Figure 1. Ports around the boundary.
Drawn at 8 px/µm. Pins as bars across the die edge, other pins in gray.
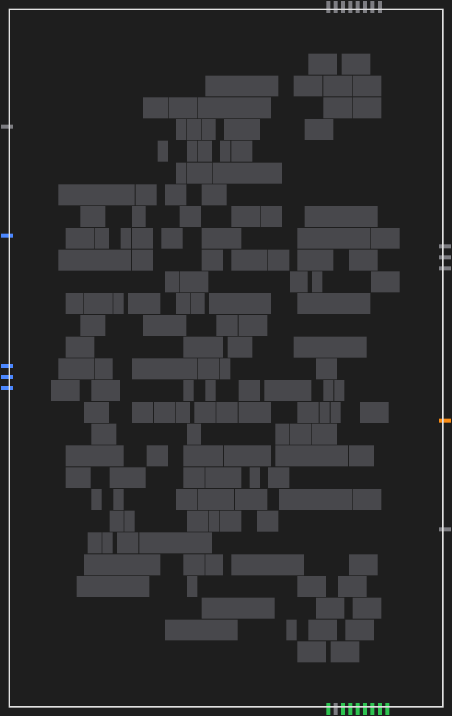
Figure 2. The metal 2 layer.
Drawn at 8 px/µm. Cells faint in the background.
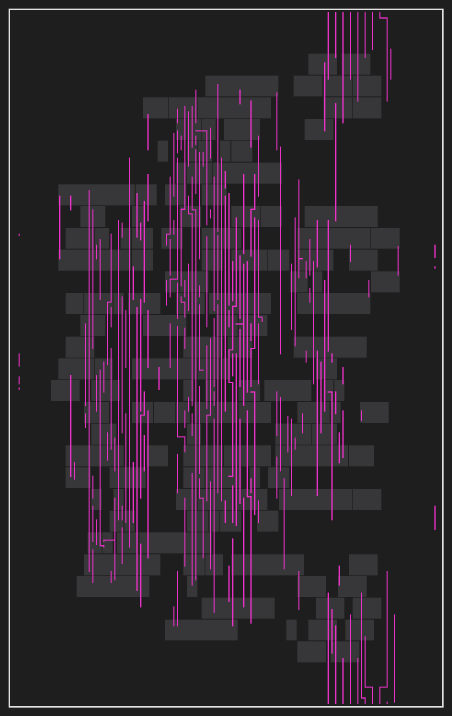
`src/rtl/march_c_sequencer.sv`:
```
// -----------------------------------------------------------------------------
// march_c_sequencer
//
// Generates the March C- stimulus for one memory: one operation per clock,
// 10 * 2^ADDR_WIDTH operations per run. The outputs drive the bist_in side of
// the MBIST input multiplexers (NbarT is their select), and expected_data
// goes to the downstream comparator.
//
// Elements, in order (up = address 0..N-1, down = address N-1..0):
//   E0 up (w0)  E1 up (r0,w1)  E2 up (r1,w0)
//   E3 dn (r0,w1)  E4 dn (r1,w0)  E5 dn (r0)
//
// Ports:
//   clk            rising-edge clock
//   rst            asynchronous, active-high reset
//   start          begin a run; sampled only in IDLE or DONE
//   NbarT          1 during every run cycle (test mode), 0 otherwise
//   bist_addr      address of the current operation
//   bist_data      write data (background), valid when bist_we = 1
//   bist_we        write strobe
//   bist_re        read strobe
//   expected_data  expected read value (background), valid when bist_re = 1
//   done           high from completion until the next accepted start
// -----------------------------------------------------------------------------
module march_c_sequencer #(
  parameter int ADDR_WIDTH = 4,
  parameter int DATA_WIDTH = 8
) (
  input  logic                  clk,
  input  logic                  rst,
  input  logic                  start,
  output logic                  NbarT,
  output logic [ADDR_WIDTH-1:0] bist_addr,
  output logic [DATA_WIDTH-1:0] bist_data,
  output logic                  bist_we,
  output logic                  bist_re,
  output logic [DATA_WIDTH-1:0] expected_data,
  output logic                  done
);

  typedef enum logic [1:0] {
    IDLE = 2'd0,
    RUN  = 2'd1,
    DONE = 2'd2
  } state_e;

  localparam logic [ADDR_WIDTH-1:0] ADDR_TOP  = '1;
  localparam logic [ADDR_WIDTH-1:0] ADDR_BOT  = '0;
  localparam logic [2:0]            ELEM_LAST = 3'd5;

  // The counters always describe the operation currently on the outputs,
  // so the successor logic below derives the next operation from them.
  state_e                  state_q, state_d;
  logic [2:0]              elem_q, elem_d;
  logic                    phase_q, phase_d;
  logic [ADDR_WIDTH-1:0]   addr_q, addr_d;
  logic                    nbar_t_q, nbar_t_d;
  logic                    we_q, we_d;
  logic                    re_q, re_d;
  logic [DATA_WIDTH-1:0]   data_q, data_d;
  logic [DATA_WIDTH-1:0]   exp_q, exp_d;
  logic                    done_q, done_d;

  // Successor of the current operation within a run.
  logic                    two_op, up_dir, last_addr, finish;
  logic [2:0]              succ_elem;
  logic                    succ_phase;
  logic [ADDR_WIDTH-1:0]   succ_addr;

  // Operation to present next cycle, and its decode.
  logic                    go;
  logic [2:0]              pres_elem;
  logic                    pres_phase;
  logic [ADDR_WIDTH-1:0]   pres_addr;
  logic                    op_write, op_one;
  logic [DATA_WIDTH-1:0]   background;

  always_comb begin
    two_op     = (elem_q != 3'd0) && (elem_q != ELEM_LAST);
    up_dir     = (elem_q < 3'd3);
    // Terminal address is compared explicitly rather than caught on wrap.
    last_addr  = up_dir ? (addr_q == ADDR_TOP) : (addr_q == ADDR_BOT);
    finish     = (elem_q == ELEM_LAST) && last_addr;

    succ_elem  = elem_q;
    succ_phase = 1'b0;
    succ_addr  = addr_q;
    if (two_op && !phase_q) begin
      // First op of a pair: same address, second op next.
      succ_phase = 1'b1;
    end else if (last_addr) begin
      succ_elem = elem_q + 3'd1;
      // E0..E2 run upward, E3..E5 downward; E2->E3 goes N-1 -> N-1.
      succ_addr = (elem_q < 3'd2) ? ADDR_BOT : ADDR_TOP;
    end else begin
      succ_addr = up_dir ? addr_q + ADDR_WIDTH'(1) : addr_q - ADDR_WIDTH'(1);
    end
  end

  always_comb begin
    // NOTE: every signal written here gets a default first, so no path
    // through the case can leave one unassigned and infer a latch.
    state_d    = state_q;
    elem_d     = 3'd0;
    phase_d    = 1'b0;
    addr_d     = '0;
    nbar_t_d   = 1'b0;
    we_d       = 1'b0;
    re_d       = 1'b0;
    data_d     = '0;
    exp_d      = '0;
    done_d     = 1'b0;
    go         = 1'b0;
    pres_elem  = 3'd0;
    pres_phase = 1'b0;
    pres_addr  = '0;

    unique case (state_q)
      RUN: begin
        if (finish) begin
          state_d = DONE;
          done_d  = 1'b1;
        end else begin
          go         = 1'b1;
          pres_elem  = succ_elem;
          pres_phase = succ_phase;
          pres_addr  = succ_addr;
        end
      end
      default: begin  // IDLE, DONE
        if (start) begin
          state_d = RUN;
          go      = 1'b1;
        end else begin
          done_d = (state_q == DONE);
        end
      end
    endcase

    // Pairs are (r0,w1) in E1/E3 and (r1,w0) in E2/E4; E0 is w0, E5 is r0.
    unique case (pres_elem)
      3'd0:       begin op_write = 1'b1;       op_one = 1'b0;        end
      3'd1, 3'd3: begin op_write = pres_phase; op_one = pres_phase;  end
      3'd2, 3'd4: begin op_write = pres_phase; op_one = !pres_phase; end
      default:    begin op_write = 1'b0;       op_one = 1'b0;        end
    endcase
    background = op_one ? '1 : '0;

    if (go) begin
      elem_d   = pres_elem;
      phase_d  = pres_phase;
      addr_d   = pres_addr;
      nbar_t_d = 1'b1;
      we_d     = op_write;
      re_d     = !op_write;
      data_d   = op_write ? background : '0;
      exp_d    = op_write ? '0 : background;
    end
  end

  // NOTE: state is updated with non-blocking assignments so every flop
  // samples the values from before this edge, whatever the statement order.
  always_ff @(posedge clk or posedge rst) begin
    if (rst) begin
      state_q  <= IDLE;
      elem_q   <= 3'd0;
      phase_q  <= 1'b0;
      addr_q   <= '0;
      nbar_t_q <= 1'b0;
      we_q     <= 1'b0;
      re_q     <= 1'b0;
      data_q   <= '0;
      exp_q    <= '0;
      done_q   <= 1'b0;
    end else begin
      state_q  <= state_d;
      elem_q   <= elem_d;
      phase_q  <= phase_d;
      addr_q   <= addr_d;
      nbar_t_q <= nbar_t_d;
      we_q     <= we_d;
      re_q     <= re_d;
      data_q   <= data_d;
      exp_q    <= exp_d;
      done_q   <= done_d;
    end
  end

  // The address counter is zero outside RUN, so it doubles as bist_addr.
  assign NbarT         = nbar_t_q;
  assign bist_addr     = addr_q;
  assign bist_data     = data_q;
  assign bist_we       = we_q;
  assign bist_re       = re_q;
  assign expected_data = exp_q;
  assign done          = done_q;

endmodule

```
`config.mk`:
```
export PLATFORM = sky130hd
export DESIGN_NAME = march_c_sequencer
export DESIGN_NICKNAME = d
export VERILOG_FILES = /design/src/rtl/march_c_sequencer.sv
export SDC_FILE = /design/constraint.sdc
export NUM_CORES = 1
export LEC_CHECK = 0
export CAP_MARGIN = 25
export CELL_PAD_IN_SITES_DETAIL_PLACEMENT = 0
export CELL_PAD_IN_SITES_GLOBAL_PLACEMENT = 1
export CORE_ASPECT_RATIO = 1.75
export CORE_MARGIN = 5
export CORE_UTILIZATION = 33
export DETAILED_ROUTE_END_ITERATION = 8
export PLACE_DENSITY_LB_ADDON = 0.1
export SLEW_MARGIN = 0
export SYNTH_ARGS = -nofsm -noshare
export SYNTH_HDL_FRONTEND = slang
export SYNTH_SLANG_ARGS = --single-unit
```
`constraint.sdc`:
```
create_clock -name clk -period 2.05 [get_ports clk]
set_input_delay 0.5125 -clock clk [delete_from_list [all_inputs] [get_ports clk]]
set_output_delay 0.5125 -clock clk [all_outputs]
set_load 0.02 [all_outputs]
```
==> flow_summary.toml <==
# synthesis and place-and-route metrics
[critical_path]
reg2regPathDepth = 5
crit_chain = "or4_4 > mux2i_4 > nand2_1 > a221o_1 > or2_1"
worstReg2RegEnd = "bist_re"
critPathKind = "reg -> reg"
required_ps = 2190
critPathSlowestCell = "or4_4"

[clocking]
cts_hold_buf = 0
clockBufferDepth = 2
insertion_delay_ps = 250
cts_tree = "yes"

[yosys]
syn_inst = 112
topCellsByArea = "dfrtp_1, buf_4, ha_1"
ff_type = "dfrtp_1"
ys.flops = 16
yosys_area_um2 = 1120
adder_share = 0.0738
top_cell_area_share = 0.358
ys_types = 40
yosysMostFrequentCell = "dfrtp_1"

[grt]
grt_util_met1 = 0.116
grt_pass1_wl_mm = 4.42
antenna_found_initial = 0
grt.met3_usage = 0.0154

[route]
drtPass1Iterations = 4
final_antenna_net_count = 0
drt-total-wl_mm = 2.91

[final_timing]
hold_violations = 0
worst_slew_pin_slew_ps = 377
fmax_mhz = 498
final.setup_skew_ps = 3.84
period_needed_ps = 2010
setup_viol = 0
timing.hold.ws_ps = 536

[run]
maxCapViolCount = 0
warning_count = 30

[run_status]
status = "finished, final reports clean"

[power_and_ir_drop]
fin_total_pwr_mw = 2.87
power_leader = "combinational cells"
p_comb_frac = 0.728
pg_comb_mw = 2.09
clockPowerShare = 0.081
p_clk_mw = 0.233

[floorplanning]
std_cell_rows = 28
chip_area_um2 = 4700
coreArea_um2 = 3330
initCoreUtil = 0.336

[final_layout]
antenna_cells = 0
final_nets = 158
final_util = 0.468
fillers = 338
finalInstanceArea_um2 = 1560
mostFrequentLayoutCells = "clkdlybuf4s50_1, buf_4, dfrtp_1"

[placed_design]
gp_congestion = 0.835
post-dp-hpwl_mm = 2.37
About Figure 1:
bist_addr: drawn in blue, pins 4, direction output, edge left. bist_data: drawn in green, pins 8, direction output, edge bottom. start: drawn in orange, pins 1, direction input, edge right.
Die X: 54.0 µm
Port-buffer cells: 26
chip height: 87.0 µm

About Figure 2:
140 nets have wire on it. The layer holds 62% of the routed length. The longest straight run is 48.6 µm.

==> final cells by class <==
type	instances	area, µm²	share of cell area
Sequential cell	16	403	0.259
Clock buffer	3	41.3	0.0265
Timing Repair Buffer	48	425	0.273
Inverter	6	22.5	0.0145
Multi-Input combinational cell	74	609	0.391
Tap cell	45	56.3	0.0361
==> cells by family after synthesis <==
logic type / Yosys count
AND/OR/NAND/NOR: 35
AND-OR/OR-AND: 23
buffers and inverters: 22
flip-flops: 16
adder cells (fa/ha/maj): 6
XOR/XNOR: 5
multiplexers: 5
==> through the flow <==
stage	worst slack, ps	instances
floorplan	-43.7	112
global placement	38.9	187
detailed placement	36.0	187
CTS	20.4	190
global route	-26.1	192
finish	43.2	192
==> state kept, by name, summed over array words and instances (netlist names) <==
name / flops
expected_data: 1
done: 1
state_q: 2
bist_we: 1
elem_q: 3
bist_re: 1
bist_addr: 4
phase_q: 1
NbarT: 1
bist_data: 1
==> what timing repair did <==
| item | 4_1_cts | 5_1_grt |
|---|---|---|
| buffers inserted | 0 | 2 |
| setup endpoints to repair | 0 | 3 |
| resized | 0 | 4 |
==> per-layer routing <==
metal / share of wire / vias to the layer above
met2: 0.61 / 16
met1: 0.35 / 444
met5: 0 / -
li1: - / 448
met4: 0.016 / 0
met3: 0.017 / 4
==> worst max path at each step <==
stage	start	endpoint	slack, ps	depth (start not counted)
CTS	bist_addr[1]	bist_re	20	5
global route	bist_addr[0]	bist_re	-30	5
finish	bist_addr[0]	bist_re	40	5
global placement	bist_addr[1]	bist_re	40	5
detailed placement	bist_addr[1]	bist_re	40	5
floorplan	bist_addr[1]	bist_re	-40	6
